--- config.mk ---
export PLATFORM = sky130hd
export DESIGN_NAME = parking_occupancy_counter
export DESIGN_NICKNAME = d
export VERILOG_FILES = /design/src/rtl/parking_occupancy_counter.sv
export SDC_FILE = /design/constraint.sdc
export NUM_CORES = 1
export LEC_CHECK = 0
export ABC_AREA = 1
export ABC_CLOCK_PERIOD_IN_PS = 2900
export CAP_MARGIN = 0
export CELL_PAD_IN_SITES_DETAIL_PLACEMENT = 0
export CELL_PAD_IN_SITES_GLOBAL_PLACEMENT = 1
export CORE_MARGIN = 8
export CORE_UTILIZATION = 39
export CTS_BUF_LIST = sky130_fd_sc_hd__clkbuf_4 sky130_fd_sc_hd__clkbuf_8
export CTS_CLUSTER_DIAMETER = 100
export CTS_CLUSTER_SIZE = 25
export DETAILED_ROUTE_END_ITERATION = 10
export HOLD_SLACK_MARGIN = 0.05
export PLACE_DENSITY_LB_ADDON = 0.1
export RECOVER_POWER = 25
export REMOVE_ABC_BUFFERS = 1
export SLEW_MARGIN = 20
export SYNTH_ARGS = -nofsm -noshare
export SYNTH_HDL_FRONTEND = slang
export SYNTH_SLANG_ARGS = --single-unit
--- constraint.sdc ---
create_clock -name clk -period 2.9 [get_ports clk]
set_input_delay 0.29 -clock clk [delete_from_list [all_inputs] [get_ports clk]]
set_output_delay 0.29 -clock clk [all_outputs]
set_load 0.05 [all_outputs]
--- src/rtl/parking_occupancy_counter.sv ---
// rtl/parking_occupancy_counter.sv - saturating lot occupancy counter with BCD, status and sticky error flags
// Optional macro PARKING_EDGE_DETECT_EN: count rising edges of car_in/car_out instead of high levels.
module parking_occupancy_counter #(
  parameter int CAPACITY   = 20,
  parameter int CNT_W      = 7,
  parameter int WARN_LEVEL = 18
) (
  input  logic             clk,
  input  logic             reset,
  input  logic             car_in,
  input  logic             car_out,
  input  logic             err_clr,
  output logic [CNT_W-1:0] count,
  output logic [CNT_W-1:0] free_spaces,
  output logic [3:0]       bcd_tens,
  output logic [3:0]       bcd_ones,
  output logic             full,
  output logic             empty,
  output logic             near_full,
  output logic             overflow_err,
  output logic             underflow_err
);

  localparam logic [CNT_W-1:0] CAP_C  = CNT_W'(CAPACITY);
  localparam logic [CNT_W-1:0] WARN_C = CNT_W'(WARN_LEVEL);

  logic [CNT_W-1:0] count_q, count_d;
  logic [CNT_W-1:0] free_q, free_d;
  logic [3:0]       tens_q, tens_d;
  logic [3:0]       ones_q, ones_d;
  logic             full_q, full_d;
  logic             empty_q, empty_d;
  logic             near_q, near_d;
  logic             ovf_q, ovf_d;
  logic             unf_q, unf_d;
  logic             ev_in, ev_out;

`ifdef PARKING_EDGE_DETECT_EN
  logic in_prev_q, in_prev_d;
  logic out_prev_q, out_prev_d;

  always_comb begin
    in_prev_d  = car_in;
    out_prev_d = car_out;
    ev_in      = car_in & ~in_prev_q;
    ev_out     = car_out & ~out_prev_q;
  end

  always_ff @(posedge clk) begin
    if (reset) begin
      in_prev_q  <= 1'b0;
      out_prev_q <= 1'b0;
    end else begin
      in_prev_q  <= in_prev_d;
      out_prev_q <= out_prev_d;
    end
  end
`else
  always_comb begin
    ev_in  = car_in;
    ev_out = car_out;
  end
`endif

  // Simultaneous entry and exit cancel out, so neither moves the count nor raises an error.
  always_comb begin
    count_d = count_q;
    tens_d  = tens_q;
    ones_d  = ones_q;
    ovf_d   = ovf_q & ~err_clr;
    unf_d   = unf_q & ~err_clr;
    if (ev_in && !ev_out) begin
      if (count_q != CAP_C) begin
        count_d = count_q + 1'b1;
        if (ones_q == 4'd9) begin
          ones_d = 4'd0;
          tens_d = tens_q + 4'd1;
        end else begin
          ones_d = ones_q + 4'd1;
        end
      end else begin
        ovf_d = 1'b1;
      end
    end else if (ev_out && !ev_in) begin
      if (count_q != '0) begin
        count_d = count_q - 1'b1;
        if (ones_q == 4'd0) begin
          ones_d = 4'd9;
          tens_d = tens_q - 4'd1;
        end else begin
          ones_d = ones_q - 4'd1;
        end
      end else begin
        unf_d = 1'b1;
      end
    end
    free_d  = CAP_C - count_d;
    full_d  = (count_d == CAP_C);
    empty_d = (count_d == '0);
    near_d  = (count_d >= WARN_C);
  end

  always_ff @(posedge clk) begin
    if (reset) begin
      count_q <= '0;
      free_q  <= CAP_C;
      tens_q  <= 4'd0;
      ones_q  <= 4'd0;
      full_q  <= 1'b0;
      empty_q <= 1'b1;
      near_q  <= (WARN_LEVEL == 0);
      ovf_q   <= 1'b0;
      unf_q   <= 1'b0;
    end else begin
      count_q <= count_d;
      free_q  <= free_d;
      tens_q  <= tens_d;
      ones_q  <= ones_d;
      full_q  <= full_d;
      empty_q <= empty_d;
      near_q  <= near_d;
      ovf_q   <= ovf_d;
      unf_q   <= unf_d;
    end
  end

  assign count         = count_q;
  assign free_spaces   = free_q;
  assign bcd_tens      = tens_q;
  assign bcd_ones      = ones_q;
  assign full          = full_q;
  assign empty         = empty_q;
  assign near_full     = near_q;
  assign overflow_err  = ovf_q;
  assign underflow_err = unf_q;

endmodule

==> summary.txt, run 1 <==
run metrics: Top FF cell, synth dfxtp_1, Initial DRC Count 56, Layout area overhead 23.6%, Pwr top combinational logic, met3 GRT Util 3.22%, average wire per standard cell 12.8 microns, Setup CP Type input pin to register, Yosys Chip Area 1780 sq um, routed via count 1642, count leader, synth nand2_1, Critical Path End free_spaces[5]$_SDFF_PP0_, Post-synth EDFFs 0, Latency at later pin 270 ps, Largest register FFs 7, CORE AREA 4380 sq um, H-tree lvl count 1, post-route insts no fill 338, RR Endpoint free_spaces[6]$_SDFF_PP0_, Final Hold Slack 469 ps, Final ANT Viol Nets 0, first-pass GRT wire length 7.58 mm, area share of the largest cell type after synthesis 29.2%, WL met3 216 microns, unrepaired setup endpoints after global routing no, Placed Area 2170 sq um, CTS root buf clkbuf_8, Max Freq 405 MHz, r2r worst-path depth 20, placed insts 334, final instance area 2200 sq um, GR Util met2 20.1%, CP arrival 2680 ps, PwrDens 664 nW/um^2, Power Combinational 713 uW, hold_sp underflow_err$_SDFF_PP0_, Std-Cell Rows 24, clk pwr 297 uW, Post-Syn Instances 250, Final GP Congestion 0.842, WL final 4.33 mm, total global routing overflow 0, Top Layer Used met4, Net Sw Power 635 uW, fin nets 302, Max-Slew Margin vs Limit 65.5%, switching part of the total 43.4%, CP Capture Type register, hold depth 2, skew final 3.48 ps, Seq share, synth 29.2%, fill count 455, Slew Viols, Final 0, utilization after layout 50.3%, Leak 0.987 nW, Sink Count 26, I/O pin cnt 32, Clock Power Share 20.3%, crit path launch car_in, Die H 83.6 microns, Least-Margin Pin Slew 516 ps, CP max FO 8, TritonCTS buffer count 3, number of global-route vias before repair 1606, met1 wire length 2.18 mm, Die W 83.6 microns, Final Hold Vio Count 0, DRT Pass-1 Iters 4, top cells by count, synth 50 x nand2_1, 32 x nor2_1, 26 x dfxtp_1, vias per inst 4.86, status finished clean, Post-route DRC 0, seq pwr 453 uW, Sum Neg Setup Slack 0 ps
[run 1: worst max-delay path, stage by stage]
cell             delay, ps
clkdlybuf4s50_1        480
ha_1                   310
clkbuf_1               400
nor2_4                  70
nand2_1                280
nand3_1                350
nor2_4                 230
inv_2                   60
nor3_2                  90
nand2_1                 70
nand2_1                 60
[run 1: final cells by class]
cell class	instances	area share, %
inverter	32	5.45
tap	52	2.95
multi-input combinational	185	48.1
clock inverter	1	1.36
timing repair buffer	39	16.6
sequential	26	23.6
clock buffer	3	1.87
[run 1: kinds of logic after synthesis]
group                    Yosys count  share of synthesized area, %
AND/OR/NAND/NOR                  136                          39.6
buffers and inverters             39                          9.54
AND-OR/OR-AND                     35                          12.3
flip-flops                        26                          29.2
adder cells (fa/ha/maj)           10                          7.43
XOR/XNOR                           4                          1.96
Figure 1. Register map, names as in the netlist (run 1).
The bar under the picture is 20 microns long.
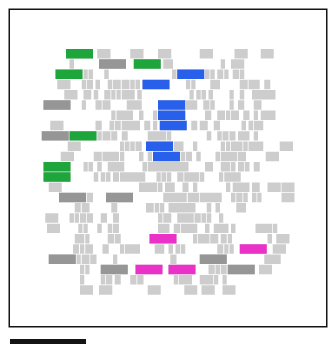
| netlist name | colour | sequential cells |
|---|---|---|
| `free_spaces` | green | 6 |
| `bcd_tens` | magenta | 4 |
| `count` | blue | 7 |
not coloured: 9

Figure 2. Drive-strength map (run 1).
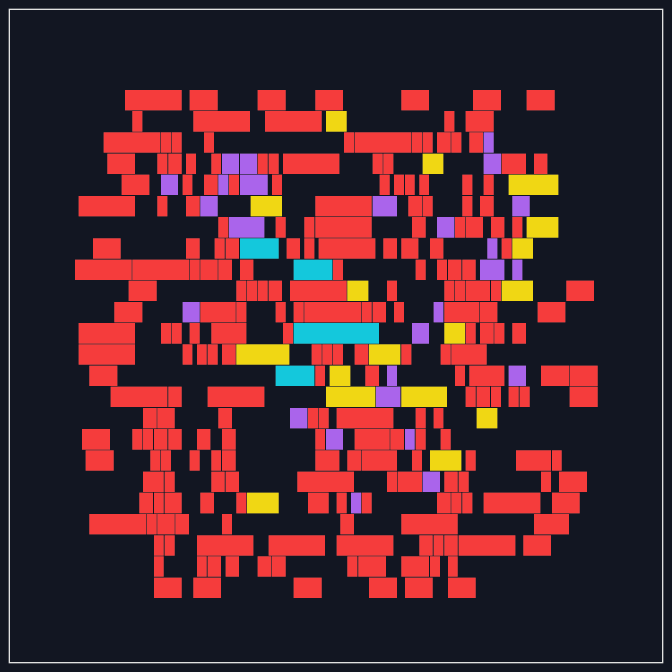
| size | colour | cells | share |
|---|---|---|---|
| drive 1 or less | red | 239 | 84% |
| drive 3 to 4 | yellow | 17 | 5.9% |
| drive 2 | purple | 26 | 9.1% |
| drive 6 and up | cyan | 4 | 1.4% |

Figure 3. Gate-type map (run 1).
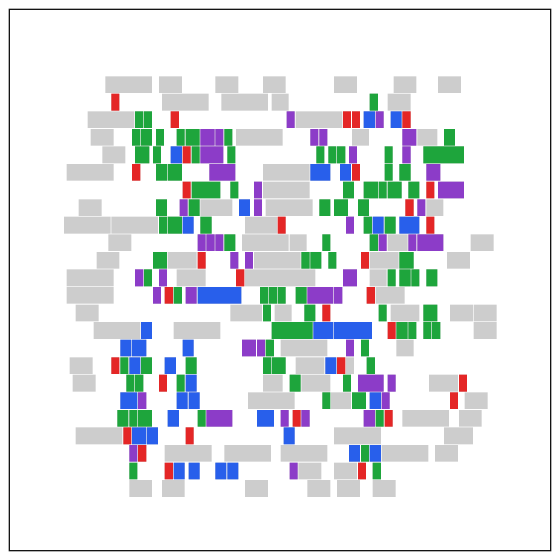
| family | colour | cells |
|---|---|---|
| NOR gates | purple | 46 |
| NAND gates | green | 90 |
| inverting AOI/OAI gates | blue | 35 |
| inverters | red | 32 |

Figure 4. Routed metal, one colour a layer (run 1).
Only two layers are drawn.
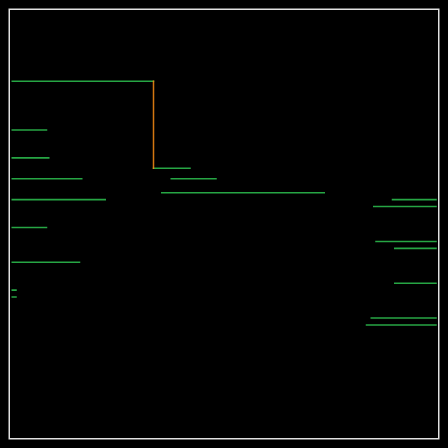
| layer | colour | wire length |
|---|---|---|
| met4 | orange | 17.0 microns |
| met3 | green | 217 microns |

Figure 5. Congestion heat map (run 1).
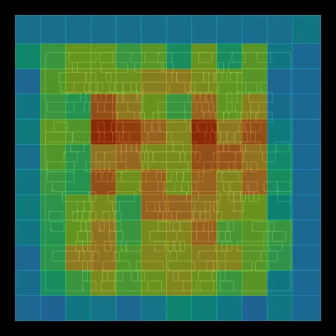

==> inputs of run 2 (changes only) <==
Settings changed: PLACE_DENSITY from default to 0.78, PLACE_DENSITY_LB_ADDON 0.1 to default.
Figure 6. Congestion heat map (run 2).
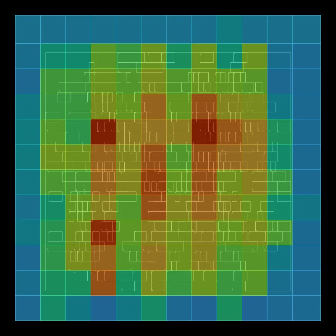
met3 GRT Util: 3.22%
met1 GRT Util: 16.5%
GR Util met2: 19.2%
peak-usage layer in the global routing report: met2

==> summary.txt, run 2 <==
run metrics: Sink Count 26 (unchanged), first-pass GRT wire length 7.48 mm (-1.4%), Net Sw Power 643 uW (+1.2%), Final Hold Slack 466 ps (-2.99 ps), mux frac, synth 0% (unchanged), fill count 449 (-1.3%), cells along the critical path inv_1 -> ha_1 -> inv_1 -> nor2_1 -> nand3_4 -> nand2_1 -> nand2_1 -> nand2_1 -> nand2_1 -> nand2_1 -> inv_1 -> ha_1 -> inv_1 -> nand4_2 -> nand2_2 -> nand2_2 -> nand2_1 -> nand2_1 -> nand2_1 -> inv_1, Post-Synth Simple-Gate Area 39.6% (unchanged), wire length on met2 1.84 mm, fin nets 301 (-0.33%), Largest logic family simple AND/OR/NAND/NOR gates, hold depth 2 (unchanged), HP Class register to register, status finished clean, Initial DRC Count 81 (+45%), Yosys Chip Area 1780 sq um (unchanged), Post-synth EDFFs 0 (unchanged), Yosys top cell by area dfxtp_1, Avg Synthesized Cell Area 7.14 sq um, buffer count from post-CTS setup fixing 0, post_cts resized 0, CTS tree built, Clock Power Share 20.5% (+0.2 points), Leak 0.998 nW (+1.1%), Largest register FFs 7 (unchanged), Reg power frac 31.0%, I/O pin cnt 32 (unchanged), vias per inst 4.80 (-1.3%), Post-Syn Area 1780 sq um, Top cell excl fill/tap nand2_1, #FFs+latches synth 26, CP max-delay cell dfxtp_1, Crit path max-delay family simple AND/OR/NAND/NOR gates, Max-Slew Margin vs Limit 65.4% (-0.088 points), Placed Area 2160 sq um (-0.35%), Top FF cell, synth dfxtp_1, Final Hold Vio Count 0 (unchanged), Post-synth ARST share 0%, final instance area 2220 sq um (+0.51%), Max Freq 408 MHz (+0.67%), TritonCTS buffer count 3 (unchanged), RR Endpoint free_spaces[6]$_SDFF_PP0_, WL met3 205 microns (-5.1%), PortBufs 31, biggest area cells dfxtp_1 29%, nand2_1 11%, nor2_1 6.7%, unrepaired setup endpoints after global routing no, Least-Margin Pin Slew 518 ps (+1.31 ps), Crit. path cell count 20 (+9), Setup CP Type register to register, Power Combinational 714 uW (about the same), CTS clk-pin slew, worst paths 90 ps, r2r setup slk 450 ps, count leader, synth nand2_1, Slew Viols, Final 0 (unchanged), CP most frequent cell nand2_1, reg2reg start count[1]$_SDFF_PP0_, Post-Syn Instances 250 (unchanged), layout cells sized above 1 16.5%, combinational power share 48.5%, adder-cell share of the synthesized area 7.43% (unchanged), CP arrival 2630 ps (-50 ps), switching part of the total 43.7% (+0.28 points), Initial Utilization 40.7%, Finish-stage setup viols 0, total global routing overflow 0 (unchanged), commonest non-fill, non-tap cells in the layout 50 x nand2_1, 34 x nor2_1, 26 x dfxtp_1, 24 x inv_1, CTS root buf clkbuf_8, number of global-route vias before repair 1590 (-1.0%), VDD IR max 0.000308 V, Syn. warnings 0, largest net degree at the start of global routing 16, CORE AREA 4380 sq um (unchanged), clk pwr 301 uW (+1%), Die W 83.6 microns (unchanged), Max-Cap Viols 0, detailed placement HPWL 3.40 mm, Pwr top combinational logic, Post-Synth AOI/OAI Area 12.3% (unchanged), Sum Neg Setup Slack 0 ps (unchanged), GRT Util Overall 12.7%, cycle use final 84.5%, skew final 5.15 ps (+1.67 ps), PwrDens 664 nW/um^2 (about the same), top cells by count, synth 50 x nand2_1, 32 x nor2_1, 26 x dfxtp_1, seq pwr 456 uW (about the same), CP Capture Type register, r2r worst-path depth 20 (unchanged), DRT Pass-1 Iters 4 (unchanged), CP peak stage delay 390 ps (-90 ps), CP max FO 7 (-1), Critical Path End free_spaces[6]$_SDFF_PP0_, fin crit period 2450 ps, hold_sp overflow_err$_SDFF_PP0_, area share of the largest cell type after synthesis 29.2% (unchanged), average wire per standard cell 12.8 microns (about the same), cts hold-fix bufs 0, Latency at later pin 270 ps (about the same), Log Warnings 29, Die Area 7000 sq um, Post-route DRC 0 (unchanged), initial antenna violation count 0, Setup crit start kind register, met1 wire length 2.21 mm (+1.2%), worst endpoint required time 3080 ps, ys cells 250, Seq share, synth 29.2% (unchanged), crit path launch count[1]$_SDFF_PP0_, Layout area overhead 24.2%, Final GP Congestion 0.841 (about the same), Final ANT Viol Nets 0 (unchanged), H-tree lvl count 1 (unchanged), # diodes 0, Distinct cells, synth 33, WP buf/inv 5 (+2), Die H 83.6 microns (unchanged), Top Layer Used met4, XOR Share, Synth 1.96% (unchanged), hold endpoint overflow_err$_SDFF_PP0_, Std-Cell Rows 24 (unchanged), clk buf depth 2
Figure 7. Routed metal, one colour a layer (run 2).
Only two layers are drawn.
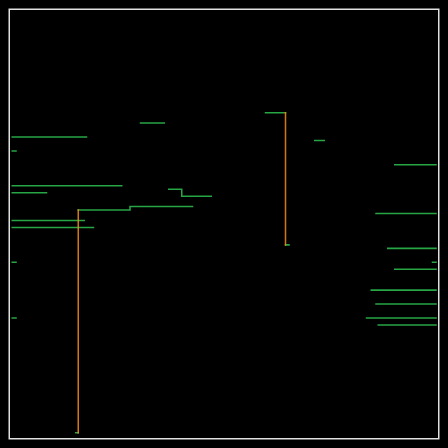
| layer | colour | wire length |
|---|---|---|
| met4 | orange | 69.4 microns |
| met3 | green | 206 microns |
routed via count: 1616
WL final: 4.32 mm

run 2: per-stage QoR:
step                power (mW)  worst slack [ps]  utilization, %  instances
CTS                       1.50               511            50.9        337
detailed placement        1.20               309            49.3        333
finish                    1.47               450            50.5        337
global placement          1.20               360            49.3        333
global route              1.57               129            50.5        337
floorplan                0.990             -63.6               -        243
run 2: layout make-up:
| type | instances | area, sq um | area share (%) |
|---|---|---|---|
| clock buffers | 3 | 41.3 | 1.86 |
| clock inverters | 1 | 30.0 | 1.36 |
| inverters | 32 | 120 | 5.42 |
| multi-input cells | 185 | 1080 | 48.6 |
| flip-flops and latches | 26 | 520 | 23.5 |
| well taps | 52 | 65.1 | 2.94 |
| repair buffers | 38 | 363 | 16.4 |
Power and IR drop assume default switching activity.
